Design dot_share_sched, sky130hd; sources not shown.
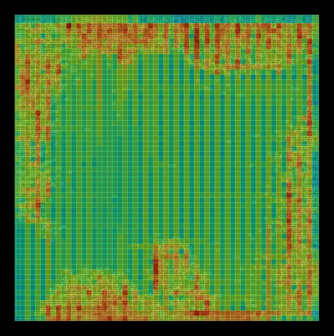
Run 1: routing congestion
met1 global-route usage: 0.152
final core utilization: 0.168

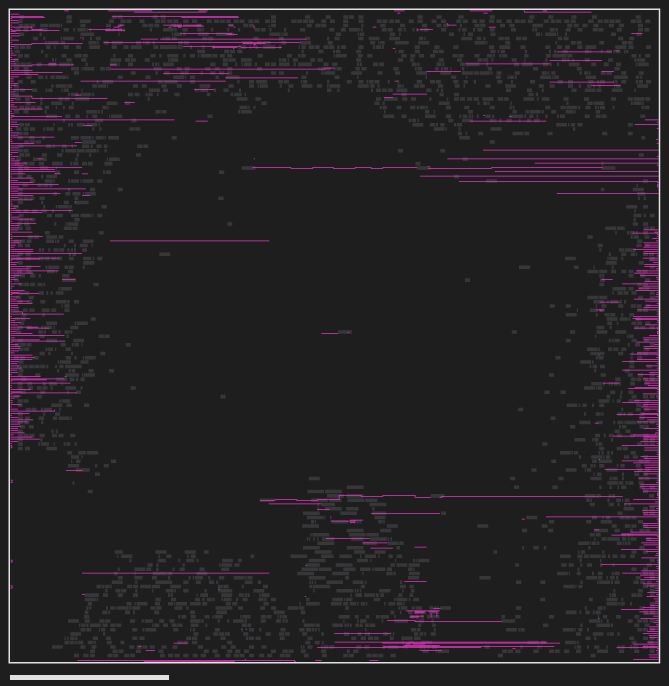
Run 1: metal 3
The bar under the picture is 100 um long. Cells faint in the background.
wire length on this layer = 7,970 um
share of all routed wire = 7.4%
drt total wl: 108,000 um
met3 Use GR: 0.0349
Vias: 16,200

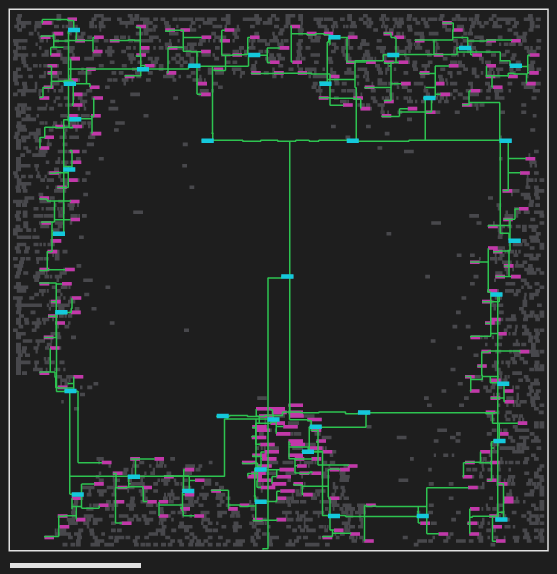
Run 1: clock distribution
The bar under the picture is 100 um long.
clock drivers -> cyan  # count 37
flip-flops -> magenta  # count 245
clock wires -> green  # length 6,100 um
routed clock nets = 38
flops lie = widely spread
clock network power: 3040 uW
clock power share: 0.327
clk latency late pin: 570 ps

==> impl_metrics.py, run 1 <==
# Metrics from the implementation run
metrics = {
    "worst_setup_path": {
        "r2r_cells": 12,
        "critPathLaunchType": "register",
        "reg2reg_slack_ps": 390,
        "required_ps": 3880,
        "path_max_fanout": 8,
        "worstSetupPathType": "reg2out",
        "worstPathArrival_ps": 3670,
        "end_kind": "primary output",
    },
    "final_layout": {
        "clkbuf_count": 50,
        "inv_count": 9,
        "comb_area_mm2": 0.00796,
        "area_growth_pct": 94.2,
        "final_cell_mix": "984 x clkdlybuf4s50_1, 387 x nand3_1, 213 x dfxtp_1, 202 x nand2_1, 195 x mux2i_1",
        "fin_nets": 3264,
        "seq_cells": 245,
        "nMultiInputCombCells": 1112,
        "nonClkBufAreaFrac": 0.378,
        "fill_cells": 18300,
        "final_common_cell": "clkdlybuf4s50_1",
        "comb_share": 0.288,
        "drive_gt1_frac": 0.0891,
        "seq_share": 0.189,
        "regArea_mm2": 0.00523,
        "fin_area_mm2": 0.0276,
        "antennaDiodeCount": 4,
        "n_all_buffers": 1039,
        "clkCellAreaFrac": 0.0435,
        "largest_cell_class": "buffers",
    },
    "global_routing": {
        "use_met2": 0.203,
        "grt_usage": 0.120,
        "grt_overflow": 0,
        "grt_max_degree": 90,
        "grt_pass1_wl_um": 143000,
        "antenna_found_initial": 15,
        "grt.busiest_layer": "met2",
        "grt_pass1_vias": 16500,
    },
    "pwr": {
        "power_leakage_uw": 0.00968,
        "total_power_uw": 9270,
        "switching_share": 0.352,
        "seq_power_share": 0.302,
        "p_int_uw": 6010,
        "power_frac_comb": 0.371,
        "vdd_drop_max_mv": 0.195,
        "powerDensity_mw_per_mm2": 336,
        "p_sw_uw": 3260,
    },
    "detailed_routing": {
        "wl_met3_um": 7970,
        "drc": 0,
        "routed.top_layer": "met5",
        "wl_met1_um": 45800,
        "first_pass_iters": 4,
        "final_antenna_net_count": 0,
        "drt_iter0_markers": 916,
        "wl_per_cell_um": 23.1,
        "avgViaCountPerCell": 3.47,
        "dr_wl_met2_um": 52000,
    },
    "run": {
        "warning_count": 29,
        "drv_cap": 0,
    },
    "clock_tree": {
        "cts_setup_buffers": 0,
        "numCtsBuffers": 37,
        "holdBufCountCts": 0,
        "cts-htree-levels": 2,
        "clk_pin_slew_ps": 60,
        "cts_buffer_depth": 3,
        "cts_root_buf": "clkbuf_16",
        "cts-resized-gates": 0,
        "cts_tree": "done",
        "cts_sinks": 245,
    },
    "synth": {
        "simple_gate_area_frac": 0.221,
        "syn_area_mm2": 0.0142,
        "yosys-top-cells-count": "387 x nand3_1, 213 x dfxtp_1, 202 x nand2_1, 195 x mux2i_1, 112 x o2111ai_1",
        "top_cells_by_area": "dfxtp_1 30%, mux2i_1 14%, nand3_1 14%",
        "ys.flop_type": "dfxtp_1",
        "ys_types": 58,
        "yosysMostFrequentCell": "nand3_1",
        "aoi_share": 0.168,
        "synthArstFlopShare": 0,
        "yosysWarnings": 6,
        "syn-instance-count": 1558,
        "ys_sh_xor": 0.00493,
        "synth_flops": 245,
        "adder_share": 0.00704,
        "synth_nets": 2378,
        "yosys_cells": 1558,
        "enable_flop_cells": 32,
        "yosys_area_mm2": 0.0142,
        "synth_area_per_cell_um2": 9.13,
        "yosysTopAreaCell": "dfxtp_1",
        "top_cell_area_share": 0.300,
        "ys_seq_frac": 0.367,
        "logic_family": "simple AND/OR/NAND/NOR gates",
        "ys_sh_mux": 0.157,
    },
    "place": {
        "io_buffers": 984,
        "place_hpwl_um": 87500,
        "place_area_mm2": 0.0264,
        "gp_congestion": 0.850,
    },
    "timing": {
        "hold_viol": 0,
        "slew_violations": 0,
        "layout_min_cycle_time_ps": 4330,
        "fin_tns_setup_ps": 0,
        "finalCritPeriodShare": 0.955,
        "relSlewSlack": 0.458,
        "finalSetupViolations": 0,
        "tightest_slew_ps": 813,
        "max_freq_mhz": 231,
        "rsz0062_at_grt": "no",
        "timing.hold.ws_ps": 262,
    },
    "floorplan": {
        "io_pins": 1049,
        "taps": 2189,
        "die_y_um": 411,
        "rows": 149,
        "die_w_um": 409,
        "die-area_mm2": 0.168,
        "fp-utilization": 0.0868,
        "core_mm2": 0.164,
    },
    "status": {
        "status": "completed",
    },
    "hold_path": {
        "whs_path_depth": 2,
        "hold_class": "reg2reg",
    },
}
run 1: power groups by stage:
| stage | combinational [uW] | clock (uW) | sequential (uW) |
|---|---|---|---|
| global route | 3670 | 3260 | 2840 |
| detailed placement | 3540 | 0 | 2840 |
| floorplan | 1200 | 0 | 2880 |
| CTS | 3560 | 3210 | 2800 |
| global placement | 3560 | 0 | 2840 |
| finish | 3440 | 3040 | 2800 |
run 1: through the flow:
step                worst slack, ps  instances
floorplan                      35.0       1558
global placement                352       4594
detailed placement              366       4594
CTS                            99.7       4659
global route                   28.4       4662
finish                          202       4663
run 1: worst max-delay path, stage by stage (launching register included):
cell and delay, ps:
dfxtp_1 350, buf_12 150, mux4_2 500, mux4_2 530
mux2_2 300, a211oi_2 340, buf_4 230, and3_1 170
clkdlybuf4s50_1 530
==> run 2, diff against run 1 <==
--- a/config.mk
+++ b/config.mk
@@ -5,10 +5,12 @@
 export SDC_FILE = /design/constraint.sdc
 export NUM_CORES = 1
 export LEC_CHECK = 0
+export CAP_MARGIN = 0
 export CORE_AREA = 2 2 407 409
 export DETAILED_ROUTE_END_ITERATION = 8
 export DIE_AREA = 0 0 409 411
 export PLACE_DENSITY = 0.36
+export RECOVER_POWER = 100
 export SYNTH_ARGS = -nofsm -noshare
 export SYNTH_HDL_FRONTEND = slang
 export SYNTH_HIERARCHICAL = 1
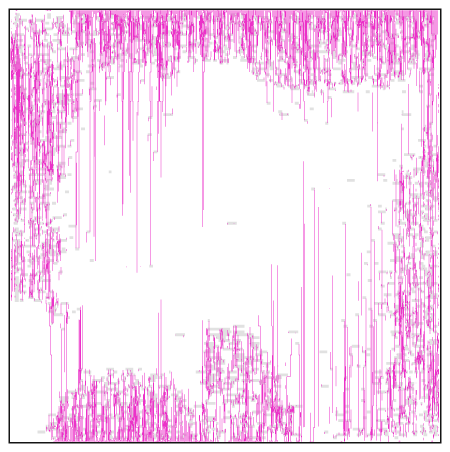
Run 2: signal wires on met2
Cells faint in the background.
nets with wire on the layer = 2,744
share of all routed wire = 48%
longest straight run = 253 um
wire length on this layer = 52.1 mm
main direction = vertical
drt total wl: 108,000 um
Vias: 16,300
M2 GR Usage: 0.203

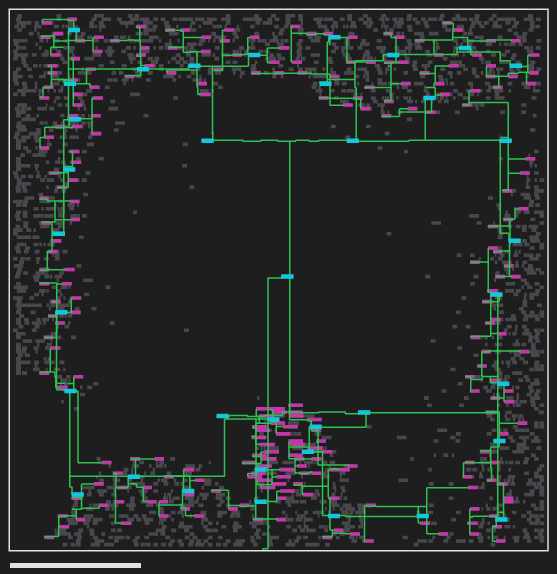
Run 2: clock distribution
The bar under the picture is 100 um long.
flip-flops -> magenta  # count 245
clock wires -> green  # length 6,110 um
clock drivers -> cyan  # count 37
routed clock nets = 38
clk latency late pin: 580 ps
clock power share: 0.335

==> run 2 against run 1 <==
Compared with the run above: the run now ends with max-capacitance violations, max-slew violations left; first-iteration DRC count decreased by 0.66%; via count increased by 0.65%; non-clock buffer count unchanged; combinational power decreased by 5%; maximum frequency about the same; count of clock-buffer cells in the layout unchanged; setup slack improved by 3.8 ps; critical path depth unchanged; hold slack got worse by 6.6 ps; register-to-register slack got worse by 20 ps; sequential power about the same; sequential cell count unchanged; critical path type unchanged; highest routed layer unchanged.
==> impl_metrics.py, run 2 <==
# Metrics from the implementation run
metrics = {
    "clock_tree": {
        "numCtsBuffers": 37,
        "cts-htree-levels": 2,
        "cts_root_buf": "clkbuf_16",
        "cts-resized-gates": 0,
        "cts_setup_buffers": 0,
        "clk_pin_slew_ps": 60,
    },
    "timing": {
        "tightest_slew_ps": 1930,
        "relSlewSlack": -0.288,
        "max_freq_mhz": 231,
        "slew_violations": 68,
        "fin_tns_setup_ps": 0,
        "timing.hold.ws_ps": 255,
        "worst_slack_ps": 206,
    },
    "synth": {
        "synth_flops": 245,
        "aoi_share": 0.168,
        "logic_family": "simple AND/OR/NAND/NOR gates",
        "yosysMostFrequentCell": "nand3_1",
        "syn_area_mm2": 0.0142,
        "yosysTopAreaCell": "dfxtp_1",
        "yosys_area_mm2": 0.0142,
        "enable_flop_cells": 32,
        "ys_types": 58,
        "simple_gate_area_frac": 0.221,
        "ys_sh_mux": 0.157,
        "synth_nets": 2378,
        "adder_share": 0.00704,
        "top_cells_by_area": "dfxtp_1 30%, mux2i_1 14%, nand3_1 14%",
        "top_cell_area_share": 0.300,
        "yosysWarnings": 6,
        "synth_area_per_cell_um2": 9.13,
    },
    "final_layout": {
        "final_cell_mix": "782 x clkdlybuf4s50_1, 387 x nand3_1, 213 x dfxtp_1, 202 x nand2_1, 202 x dlygate4sd3_1",
        "final_common_cell": "clkdlybuf4s50_1",
        "area_growth_pct": 91.4,
        "fin_util": 0.166,
        "drive_gt1_frac": 0.0672,
        "fin_nets": 3264,
    },
    "detailed_routing": {
        "routed.top_layer": "met5",
        "final_antenna_net_count": 0,
        "wl_met3_um": 7800,
        "drc": 0,
        "avgViaCountPerCell": 3.49,
        "drt_iter0_markers": 910,
        "first_pass_iters": 5,
        "wl_met1_um": 45800,
    },
    "pwr": {
        "power_leakage_uw": 0.00994,
        "total_power_uw": 9080,
        "vdd_drop_max_mv": 0.195,
        "powerDensity_mw_per_mm2": 333,
    },
    "status": {
        "violations": "max-capacitance violations, max-slew violations",
        "status": "finished with violations",
    },
    "floorplan": {
        "core_mm2": 0.164,
        "die-area_mm2": 0.168,
        "io_pins": 1049,
        "die_y_um": 411,
        "fp-utilization": 0.0868,
    },
    "global_routing": {
        "grt_max_degree": 90,
        "grt_pass1_wl_um": 143000,
        "grt_pass1_vias": 16500,
        "grt.busiest_layer": "met2",
        "grt.met3_usage": 0.0349,
    },
    "hold_path": {
        "hold_class": "reg2reg",
        "whs_path_depth": 2,
    },
    "worst_setup_path": {
        "worstSetupPathType": "reg2out",
        "worstPathArrival_ps": 3670,
        "critPathLaunchType": "register",
        "reg2reg_slack_ps": 370,
        "end_kind": "primary output",
    },
    "place": {
        "place_area_mm2": 0.0264,
        "place_hpwl_um": 87500,
        "placed_cells": 4594,
    },
    "run": {
        "drv_cap": 1,
    },
}
## run 2: area by class of cell
type | instances | area (um^2)
multi-input cells | 1112 | 7650
well taps | 2189 | 2740
diodes | 6 | 15.0
repair buffers | 1039 | 10300
fillers | 18400 | 137000
clock buffers | 50 | 1010
flip-flops and latches | 245 | 5230
inverters | 9 | 46.3
clock inverters | 15 | 185
## run 2: power breakdown
part	internal (uW)	total [uW]	switching (uW)
Combinational	1510	3260	1740
Clock	1800	3040	1240
Sequential	2540	2780	241
Total	5850	9080	3230
## run 2: critical path: stages (launching register included)
cell and delay, ps:
dfxtp_1 350, buf_12 150, mux4_2 500, mux4_2 530
mux2_2 300, a211oi_2 340, buf_4 220, and3_1 170
clkdlybuf4s50_1 530
Power is estimated from default activity; no workload was simulated.
